Fig. 1: run 1, metal 1
Bar = 50 um. Supply wires on this layer in gray.
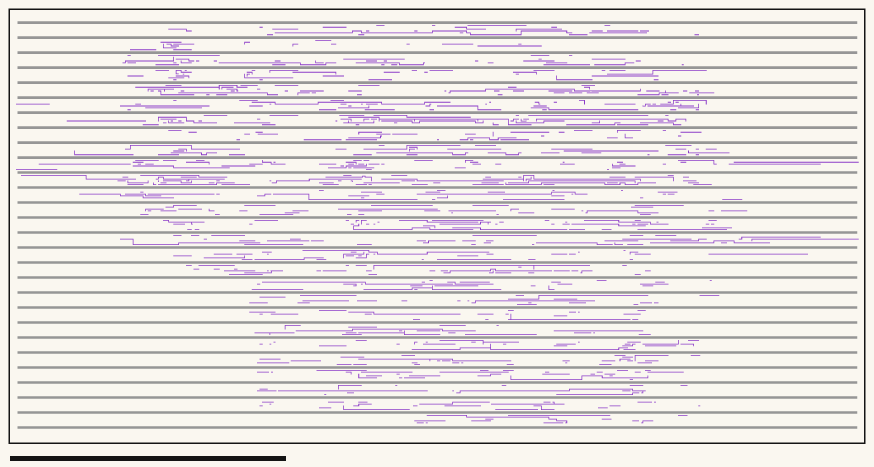
Fig. 2: run 1, the metal 2 layer
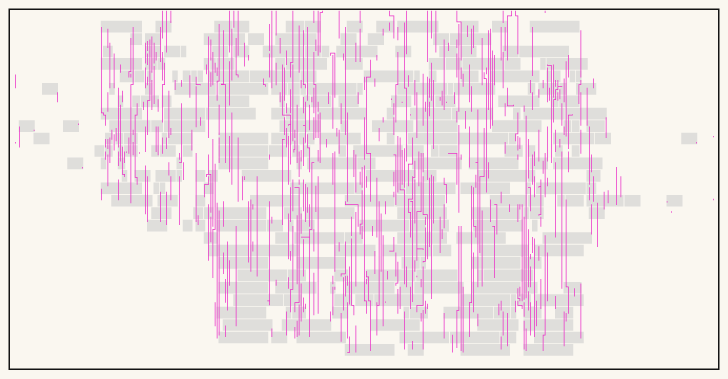
Fig. 3: run 1, met3 routing
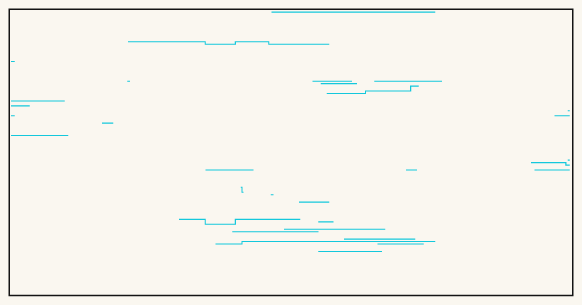
## src/rtl/mano_pkg.sv

```systemverilog
// Shared constants and the loader state type, also used by the Mano CPU core.
package mano_pkg;
    localparam int MANO_DEPTH = 9;
    localparam int MANO_AW    = 4;
    localparam int MANO_DW    = 8;

    typedef enum logic [1:0] {
        IDLE   = 2'd0,
        ACCEPT = 2'd1,
        WRITE  = 2'd2,
        DONE   = 2'd3
    } mano_state_t;
endpackage

```

## src/rtl/mano_mem_loader_if.sv

```systemverilog
// Host byte-load handshake plus CPU MAR->MBR read bus; master = host/CPU side, slave = loader.
interface mano_mem_loader_if #(
    parameter int AW = mano_pkg::MANO_AW,
    parameter int DW = mano_pkg::MANO_DW
);
    logic          ld_start;
    logic          ld_valid;
    logic [DW-1:0] ld_data;
    logic          ld_ready;
    logic          rd_req;
    logic [AW-1:0] rd_addr;
    logic [DW-1:0] rd_data;
    logic          rd_valid;
    logic          rd_oor;
    logic          busy;
    logic          load_done;
    logic [AW-1:0] wr_ptr;

    modport master (
        output ld_start, ld_valid, ld_data, rd_req, rd_addr,
        input  ld_ready, rd_data, rd_valid, rd_oor, busy, load_done, wr_ptr
    );

    modport slave (
        input  ld_start, ld_valid, ld_data, rd_req, rd_addr,
        output ld_ready, rd_data, rd_valid, rd_oor, busy, load_done, wr_ptr
    );
endinterface

```

## src/rtl/mano_mem_array.sv

```systemverilog
// Program memory: DEPTH x DW registers, one sync write port, one registered read port.
// Latency: read data and out-of-range flag valid 1 cycle after rd_en.
// Backpressure: none; every rd_en produces exactly one rd_valid pulse.
module mano_mem_array
    import mano_pkg::*;
#(
    parameter int DEPTH = MANO_DEPTH,
    parameter int AW    = MANO_AW,
    parameter int DW    = MANO_DW
) (
    input  logic          clk,
    input  logic          rst,
    input  logic          we,
    input  logic [AW-1:0] wr_addr,
    input  logic [DW-1:0] wr_data,
    input  logic          rd_en,
    input  logic [AW-1:0] rd_addr,
    output logic [DW-1:0] rd_data,
    output logic          rd_valid,
    output logic          rd_oor
);
    logic [DW-1:0] mem [DEPTH];
    logic          in_range;

    // One extra bit so the compare also works when DEPTH == 2**AW.
    assign in_range = {1'b0, rd_addr} < (AW+1)'(DEPTH);

    // Contents are deliberately left unreset; they are undefined until loaded.
    always_ff @(posedge clk) begin
        if (we) begin
            mem[wr_addr] <= wr_data;
        end
    end

    always_ff @(posedge clk or posedge rst) begin
        if (rst) begin
            rd_data  <= '0;
            rd_valid <= 1'b0;
            rd_oor   <= 1'b0;
        end else begin
            rd_valid <= rd_en;
            if (rd_en) begin
                rd_data <= in_range ? mem[rd_addr] : '0;
                rd_oor  <= !in_range;
            end
        end
    end
endmodule

```

## src/rtl/mano_mem_loader.sv

```systemverilog
// Loads DEPTH program bytes from the pad-side host into program memory and serves CPU reads.
// Latency: one byte accepted per 2 cycles; CPU reads return 1 cycle after rd_req.
// Backpressure: ld_ready only in ACCEPT; rd_req is dropped while busy and must be re-issued.
module mano_mem_loader
    import mano_pkg::*;
#(
    parameter int DEPTH = MANO_DEPTH,
    parameter int AW    = MANO_AW,
    parameter int DW    = MANO_DW
) (
    input  logic                clk,
    input  logic                rst,
    mano_mem_loader_if.slave    bus
);
    localparam logic [AW-1:0] LAST_ADDR = AW'(DEPTH - 1);

    mano_state_t   state_q;
    logic [AW-1:0] wr_ptr_q;
    logic [DW-1:0] byte_q;
    logic          ld_ready_q;
    logic          busy_q;
    logic          done_q;
    logic          mem_we;
    logic          rd_en;

    always_ff @(posedge clk or posedge rst) begin
        if (rst) begin
            state_q    <= IDLE;
            wr_ptr_q   <= '0;
            byte_q     <= '0;
            ld_ready_q <= 1'b0;
            busy_q     <= 1'b0;
            done_q     <= 1'b0;
        end else if (bus.ld_start) begin
            // Start or restart from any state; an in-flight WRITE is dropped.
            state_q    <= ACCEPT;
            wr_ptr_q   <= '0;
            ld_ready_q <= 1'b1;
            busy_q     <= 1'b1;
            done_q     <= 1'b0;
        end else begin
            case (state_q)
                ACCEPT: begin
                    if (bus.ld_valid && ld_ready_q) begin
                        byte_q     <= bus.ld_data;
                        ld_ready_q <= 1'b0;
                        state_q    <= WRITE;
                    end
                end
                WRITE: begin
                    if (wr_ptr_q == LAST_ADDR) begin
                        wr_ptr_q <= '0;
                        done_q   <= 1'b1;
                        busy_q   <= 1'b0;
                        state_q  <= DONE;
                    end else begin
                        wr_ptr_q   <= wr_ptr_q + AW'(1);
                        ld_ready_q <= 1'b1;
                        state_q    <= ACCEPT;
                    end
                end
                default: begin
                end
            endcase
        end
    end

    assign mem_we = (state_q == WRITE) && !bus.ld_start;
    assign rd_en  = bus.rd_req && !busy_q;

    mano_mem_array #(
        .DEPTH (DEPTH),
        .AW    (AW),
        .DW    (DW)
    ) u_mem (
        .clk      (clk),
        .rst      (rst),
        .we       (mem_we),
        .wr_addr  (wr_ptr_q),
        .wr_data  (byte_q),
        .rd_en    (rd_en),
        .rd_addr  (bus.rd_addr),
        .rd_data  (bus.rd_data),
        .rd_valid (bus.rd_valid),
        .rd_oor   (bus.rd_oor)
    );

    assign bus.ld_ready  = ld_ready_q;
    assign bus.busy      = busy_q;
    assign bus.load_done = done_q;
    assign bus.wr_ptr    = wr_ptr_q;
endmodule
```

## src/flat_wrapper.sv

```systemverilog
// flat-port wrapper written by rule: the top's interface ports become plain ports
module mano_mem_loader_flat import mano_pkg::*;
#(
    parameter int DEPTH = MANO_DEPTH,
    parameter int AW    = MANO_AW,
    parameter int DW    = MANO_DW
)
  (clk, rst, bus_ld_start, bus_ld_valid, bus_ld_data, bus_rd_req, bus_rd_addr, bus_ld_ready, bus_rd_data, bus_rd_valid, bus_rd_oor, bus_busy, bus_load_done, bus_wr_ptr);
  mano_mem_loader_if #(.AW(AW), .DW(DW)) bus_i ();
  input  logic clk;
  input  logic rst;
  input wire logic [$bits(bus_i.ld_start)-1:0] bus_ld_start;
  input wire logic [$bits(bus_i.ld_valid)-1:0] bus_ld_valid;
  input wire logic [$bits(bus_i.ld_data)-1:0] bus_ld_data;
  input wire logic [$bits(bus_i.rd_req)-1:0] bus_rd_req;
  input wire logic [$bits(bus_i.rd_addr)-1:0] bus_rd_addr;
  output wire logic [$bits(bus_i.ld_ready)-1:0] bus_ld_ready;
  output wire logic [$bits(bus_i.rd_data)-1:0] bus_rd_data;
  output wire logic [$bits(bus_i.rd_valid)-1:0] bus_rd_valid;
  output wire logic [$bits(bus_i.rd_oor)-1:0] bus_rd_oor;
  output wire logic [$bits(bus_i.busy)-1:0] bus_busy;
  output wire logic [$bits(bus_i.load_done)-1:0] bus_load_done;
  output wire logic [$bits(bus_i.wr_ptr)-1:0] bus_wr_ptr;
  assign bus_i.ld_start = bus_ld_start;
  assign bus_i.ld_valid = bus_ld_valid;
  assign bus_i.ld_data = bus_ld_data;
  assign bus_i.rd_req = bus_rd_req;
  assign bus_i.rd_addr = bus_rd_addr;
  assign bus_ld_ready = bus_i.ld_ready;
  assign bus_rd_data = bus_i.rd_data;
  assign bus_rd_valid = bus_i.rd_valid;
  assign bus_rd_oor = bus_i.rd_oor;
  assign bus_busy = bus_i.busy;
  assign bus_load_done = bus_i.load_done;
  assign bus_wr_ptr = bus_i.wr_ptr;
  mano_mem_loader #(.DEPTH(DEPTH), .AW(AW), .DW(DW)) u_core (.clk(clk), .rst(rst), .bus(bus_i));
endmodule
```

## config.mk

```make
export PLATFORM = sky130hd
export DESIGN_NAME = mano_mem_loader_flat
export DESIGN_NICKNAME = d
export VERILOG_FILES = /design/src/rtl/mano_pkg.sv /design/src/rtl/mano_mem_loader_if.sv /design/src/rtl/mano_mem_array.sv /design/src/rtl/mano_mem_loader.sv /design/src/flat_wrapper.sv
export SDC_FILE = /design/constraint.sdc
export NUM_CORES = 1
export LEC_CHECK = 0
export CORE_ASPECT_RATIO = 0.5
export CORE_MARGIN = 1
export CORE_UTILIZATION = 35
export DETAILED_ROUTE_END_ITERATION = 8
export GPL_TIMING_DRIVEN = 0
export PLACE_DENSITY = 0.62
export SKIP_CTS_REPAIR_TIMING = 1
export SLEW_MARGIN = 30
export SYNTH_ARGS = -nofsm -noshare
export SYNTH_HDL_FRONTEND = slang
export SYNTH_SLANG_ARGS = --single-unit
```

## constraint.sdc

```tcl
create_clock -name clk -period 2.4 [get_ports clk]
set_input_delay 0.24 -clock clk [delete_from_list [all_inputs] [get_ports clk]]
set_output_delay 0.24 -clock clk [all_outputs]
set_load 0.02 [all_outputs]
```

==> run summary, run 1 <==
fresh numbers from the pnr run: Worst Path Arrival=2.01 ns, WL/cell=16.4 um, max reg flops=72, # IOs=34, R2R Path Start=u_core.state_q[0], Comb area share=22.7%, Peak VDD IR=0.000367 V, most numerous logic cell after layout=edfxtp_1, most frequent cells after synthesis=72 x edfxtp_1, 27 x dfrtp_1, 22 x mux2_2, clock share of power=37.8%, Post-synth EDFFs=72, Die ar.=12100 um2, global route total overflow=0, largest net degree at the start of global routing=28, Setup violations, final=0, routed length on met3=458 um, crit end category=register, slowest stage cell, crit path=and2_1, CP Max Fanout=10, Combinational Gates=142, status=finished, final reports clean, Yosys Warn Count=0, num rows=27, vias in the first global route=2351, first-pass GRT wire length=12.6 mm, internal reg-to-reg setup slack=0.40 ns, Netlist cell types=36, CTS buffer count=9, FP Util=36.6%, Tot Pwr=4040 uW, top routing layer in use=met4, biggest regs=u_core.u_mem.mem: 72 flops, u_core.byte_q: 8 flops, u_core.u_mem.rd_data: 8 flops, core area=11200 um2, Slew headroom=60.4%, Max-cap violations=0, Tap Cells=159, Startpoint Class=input pin, XOR Share, Synth=0%, Root Driver=clkbuf_16, post-route ant nets=0, GRT Max-Usage Layer=met2, Die Ht=78.4 um, fin cells=475, Cell Int Power=3120 uW, Data required, critical path=2.38 ns, Worst-Margin Slew=0.593 ns, register area=2840 um2, pwr dens=819 nW/um2
-- Fig. 1 (at the start) --
share of all routed wire: 45%
wire length on this layer: 3490 um
nets with wire on the layer: 311
drt total wl: 7.80 mm
met1 Resource Use GR: 17.8%
Vias: 2272

-- Fig. 2 (at the start) --
main direction: vertical
share of all routed wire: 48%
nets with wire on the layer: 285
wire length on this layer: 3740 um
longest straight run: 39.8 um
met2 Use GR: 23.1%

-- Fig. 3 (at the start) --
nets with wire on the layer: 24
share of all routed wire: 5.9%
wire length on this layer: 458 um
main direction: horizontal
longest straight run: 53.1 um
grt met3 use: 4.64%

==> run 1: power groups by stage <==
stage	registers, uW	logic, uW	clock network, uW
5_1_grt	2210	349	1630
3_3_place_gp	2210	315	0
6_report	2190	321	1530
2_1_floorplan	2200	156	0
4_1_cts	2190	327	1550
3_5_place_dp	2230	324	0
==> run 1: metrics by stage <==
step / setup WS, ns / instance area (um2) / setup TNS [ns]
detailed placement: -0.00759 / 4610 / -0.0539
finish: 0.377 / 4930 / 0
floorplan: 0.600 / 4090 / 0
CTS: 0.363 / 4930 / 0
global placement: 0.0345 / 4610 / 0
global route: 0.162 / 4930 / 0
Fig. 4: run 1, cell classes on the final placement
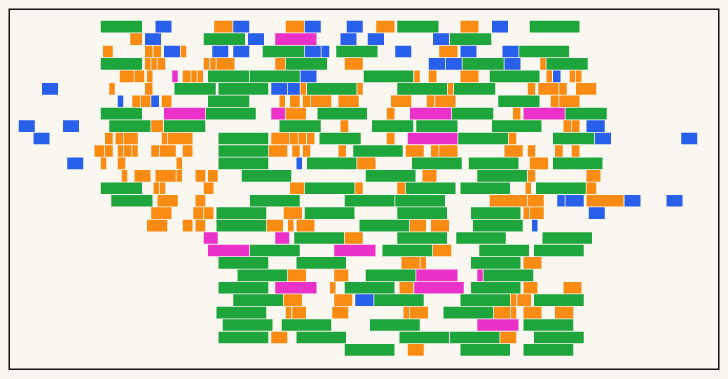

## Run 2: what changed since run 1
Settings changed: PLACE_DENSITY 0.62 to 0.64.
Clock period 2.4 ns to 1.75 ns, I/O delays scaled along.
Fig. 5: run 2, cell classes on the final placement
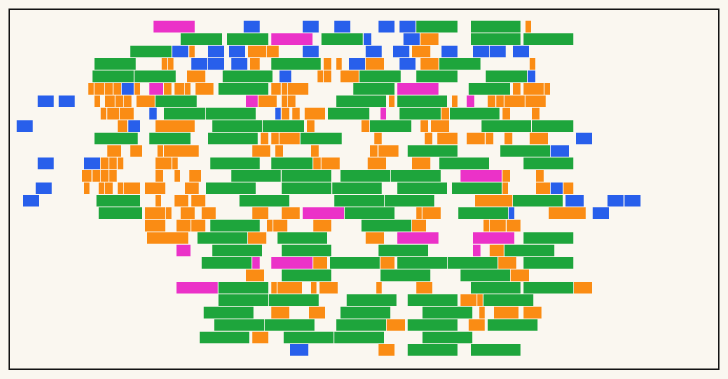
[all other logic] orange | cells: 159 | share of their area: 26%
[clock drivers and dummy loads] magenta | cells: 16 | share of their area: 5.6%
[flip-flops] green | cells: 99 | share of their area: 59%
[other buffers and delay cells] blue | cells: 44 | share of their area: 8.5%

Fig. 6: run 2, routing congestion map
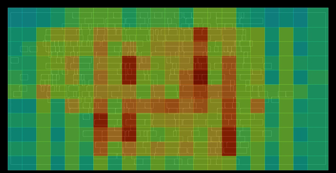
Total GRT Usage: 14.2%
met2 Use GR: 22.3%
Final Util: 44.5%

==> run 2 against run 1 <==
Setup slack lost 0.33 ns. Largest cell class unchanged. Synthesized area is the same. Global-route usage shrank 0.085 points. Design area grew 1.0%.
==> run summary, run 2 <==
fresh numbers from the pnr run: status=finished, final reports clean, Yosys Warn Count=0, P_clk=1810 uW, # IOs=34, Biggest consumer=registers, largest net degree at the start of global routing=28, met1 Resource Use GR=18.1%, vias in the first global route=2361, clock share of power=34.3%, grt met3 use=4.64%, Peak VDD IR=0.000471 V, Post-synth EDFFs=72, Setup violations, final=0, Worst Path Buf+Inv=1, Fin Setup TNS=0 ns, core area=11200 um2, worst slack, placed=-0.553 ns, fin cells=477, Pins Over Slew Limit=0, CTS tree=done, yosys stat area=4090 um2, Startpoint Class=register, DRC viols=0, Cell Int Power=4000 uW, synthesis-to-layout area growth=21.7%, most numerous logic cell after layout=edfxtp_1, post-route ant nets=0, most frequent cells after synthesis=72 x edfxtp_1, 27 x dfrtp_1, 22 x mux2_2, crit-path cells=clkdlybuf4s50_1, met2 routed WL=3.69 mm, DRT iter0 DRCs=143, # Cells Yosys=268, Sequential Power=3010 uW, R2R cell count=5, pwr dens=1060 nW/um2, Worst Hold Class=input pin to asynchronous set/reset pin, slowest stage cell, crit path=clkdlybuf4s50_1, Die ar.=12100 um2, internal reg-to-reg setup slack=0.07 ns, WL/cell=16.6 um, HPWL Detailed=5.35 mm, Netlist cell types=36, combinational fraction of design power=8.6%, top routing layer in use=met4, routed length on met3=260 um, Tot Pwr=5270 uW, crit end category=primary output, drt total wl=7.94 mm, Slew headroom=60.7%, fin area=4980 um2, R2R Path Start=u_core.bus.wr_ptr[0], fmax=0.587 GHz, Worst Path Arrival=1.53 ns, biggest regs=u_core.u_mem.mem: 72 flops, u_core.byte_q: 8 flops, u_core.u_mem.rd_data: 8 flops, post-route setup slack=0.0466 ns, CP Max Fanout=9, GRT Max-Usage Layer=met2, num rows=27, Worst-Margin Slew=0.588 ns, post-route minimum period=1.70 ns, dpl cells=459, Data required, critical path=1.57 ns, Final Net Count=334, global route total overflow=0, CTS buffer count=9, Placed Instance Area=4610 um2, Comb. pwr=454 uW, Vias=2305, max reg flops=72, Max-cap violations=0, FP Util=36.6%, first-pass GRT wire length=12.6 mm, Die Ht=78.4 um, Root Driver=clkbuf_16
Fig. 7: run 2, met3 routing
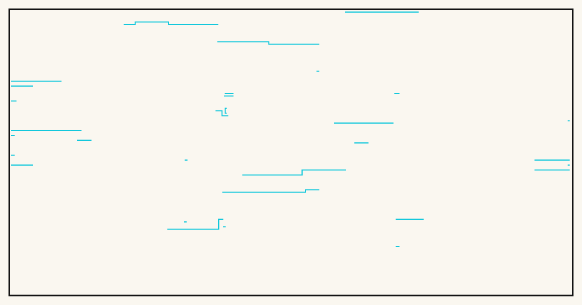
wire length on this layer: 261 um
main direction: horizontal
nets with wire on the layer: 23
share of all routed wire: 3.3%

-- run 2: netlist changes by cell type in the layout (fill, tap and decap cells not counted), sizes merged --
cell / before / now
clkbuf: 12 / 13
clkinvlp: 0 / 2
bufinv: 2 / 0
inv: 17 / 18
-- run 2: logic make-up after synthesis --
| logic type | synth area share (%) |
|---|---|
| buffers and inverters | 3.24 |
| and+or+nand+nor | 6.36 |
| DFF | 69.4 |
| AOI/OAI and AO/OA | 8.50 |
| adders and majority gates | 1.22 |
| muxes | 11.3 |
-- run 2: cell type report --
class	instances	area [um2]
fill	996	6200
multi-input combinational	142	1190
timing repair buffer	33	328
clock buffer	10	229
timing repair inverter	1	7.51
buffer	11	78.8
sequential	99	2840
clock inverter	6	40.0
inverter	16	62.6
tap	159	199
Fig. 8: run 2, the metal 2 layer
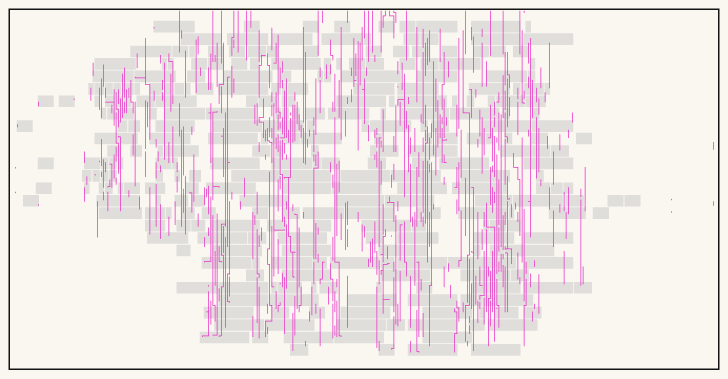

## Run 3: what changed since run 2
Settings changed: CELL_PAD_IN_SITES_DETAIL_PLACEMENT from default to 1, CELL_PAD_IN_SITES_GLOBAL_PLACEMENT from default to 1, PLACE_DENSITY 0.64 to 0.72.
Fig. 9: run 3, the metal 2 layer
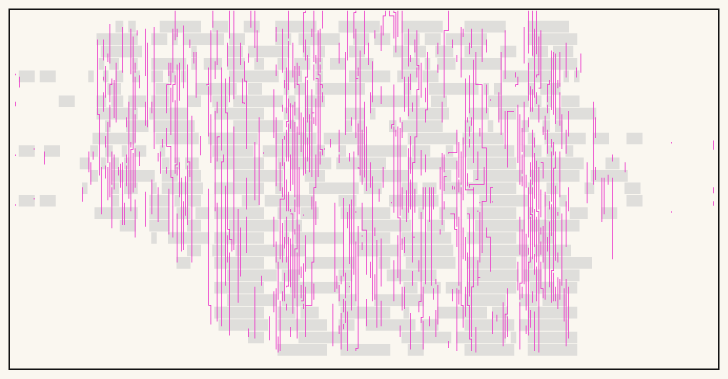
nets with wire on the layer: 306
longest straight run: 39.8 um
share of all routed wire: 50%

Fig. 10: run 3, metal 1
Bar = 50 um. Supply wires on this layer in gray.
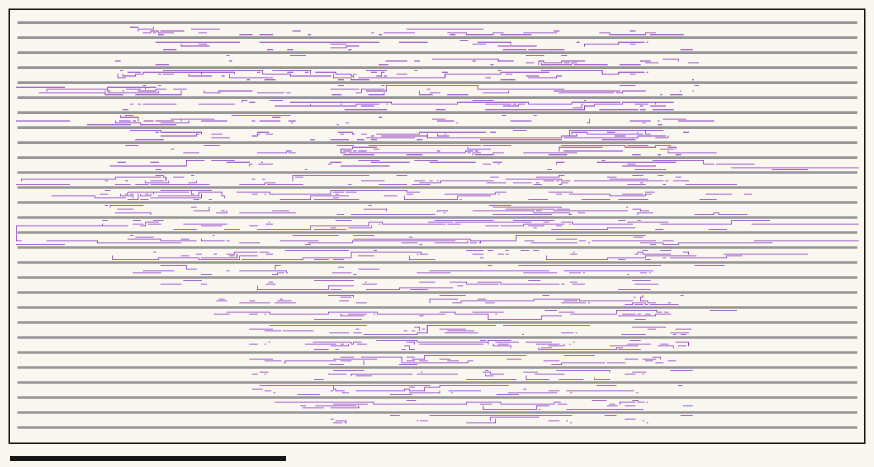
nets with wire on the layer: 311
main direction: horizontal
longest straight run: 30.8 um

Fig. 11: run 3, routing congestion map
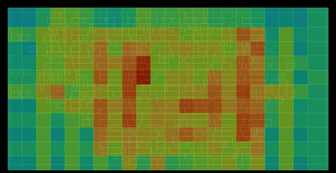
grt met3 use: 4.42%
met2 Use GR: 25.5%
met1 Resource Use GR: 18.6%

==> run 3 against run 2 <==
Hold slack gained 0.0030 ns. Power increased by 3.3%. Die size stayed put. Sequential cell count is the same. Critical path type is now register to register.
==> run summary, run 3 <==
fresh numbers from the pnr run: status=finished, final reports clean, drt total wl=8.65 mm, buffering overhead=8.14%, Worst Path Buf+Inv=1, Yosys Warn Count=0, FP Util=36.6%, Comb area share=24.0%, yosys aoi share=8.50%, Seq Cell Count=99, pwr dens=1080 nW/um2, post-route ant nets=0, Layout clock area frac=5.98%, flop share of the area=56.6%, largest net degree at the start of global routing=28, Netlist cell types=36, Tap Cells=159, num rows=27, Die ar.=12100 um2, Worst Hold Class=input pin to asynchronous set/reset pin, R2R cell count=4, Startpoint Class=register, Placed Instance Area=4610 um2, core area=11200 um2, Signal inverters=16, Cell Int Power=4160 uW, WL/cell=18.2 um, Post-Synth Adder-Cell Area=1.22%, Worst-Margin Slew=0.646 ns, most numerous logic cell after layout=edfxtp_1, Vias=2323, Post-synth EDFFs=72, fmax=0.598 GHz, Final Net Count=333, post-route setup slack=0.0776 ns, HPWL Detailed=5.94 mm, Fin Setup TNS=0 ns, yosys stat area=4090 um2, first-pass GRT wire length=13.3 mm, vias in the first global route=2540, CP Max Fanout=9, fin cells=476, Comb. pwr=465 uW, XOR Share, Synth=0%, P_clk=1980 uW, Pins Over Slew Limit=0, Total GRT Usage=15.0%, slowest stage cell, crit path=dfrtp_1, clkbuf count=10, internal reg-to-reg setup slack=0.08 ns, max reg flops=72, Worst Path Arrival=1.71 ns, worst slack, placed=-0.658 ns, register area=2840 um2, CTS tree=done, biggest regs=u_core.u_mem.mem: 72 flops, u_core.byte_q: 8 flops, u_core.u_mem.rd_data: 8 flops, Final Util=44.9%, # IOs=34, fin area=5020 um2, CTS buffer count=9, global route total overflow=0, synthesis-to-layout area growth=22.8%, DRT iter0 DRCs=87, Tot Pwr=5440 uW, Simple Share, Synth=6.36%, crit end category=register, post-route minimum period=1.67 ns, combinational fraction of design power=8.5%, DRC viols=0, Die Ht=78.4 um, Biggest consumer=registers, # fillers=1115, dominant kind of combinational cell=multiplexers, clock share of power=36.3%, Sequential Power=3000 uW, Slew headroom=56.8%, crit-path cells=nand2b_4 > buf_6 > nor4b_4 > and2_4
==> run 3: cell counts after synthesis <==
No cell type changed its count.
==> run 3: worst paths after layout <==
check,start,end
worst max-delay path,u_core.state_q[0],u_core.u_mem.mem[7][2]
worst min-delay path,rst,u_core.u_mem.rd_valid
worst max register to register,u_core.state_q[0],u_core.u_mem.mem[7][2]
worst min register to register,u_core.bus.busy,u_core.bus.busy
max in group asynchronous,rst,u_core.bus.wr_ptr[2]
min in group clk,bus_rd_addr[3],u_core.u_mem.rd_oor
==> run 3: per-layer routing <==
metal | vias up | track usage, % | wire length (um)
met1 | 1190 | 18.6 | 3930
met5 | - | 0 | 0
li1 | 1080 | - | -
met4 | 0 | 4.65 | 127
met2 | 42 | 25.5 | 4310
met3 | 11 | 4.42 | 290
Power figures rest on the tool's default switching activity, not on a simulated workload.
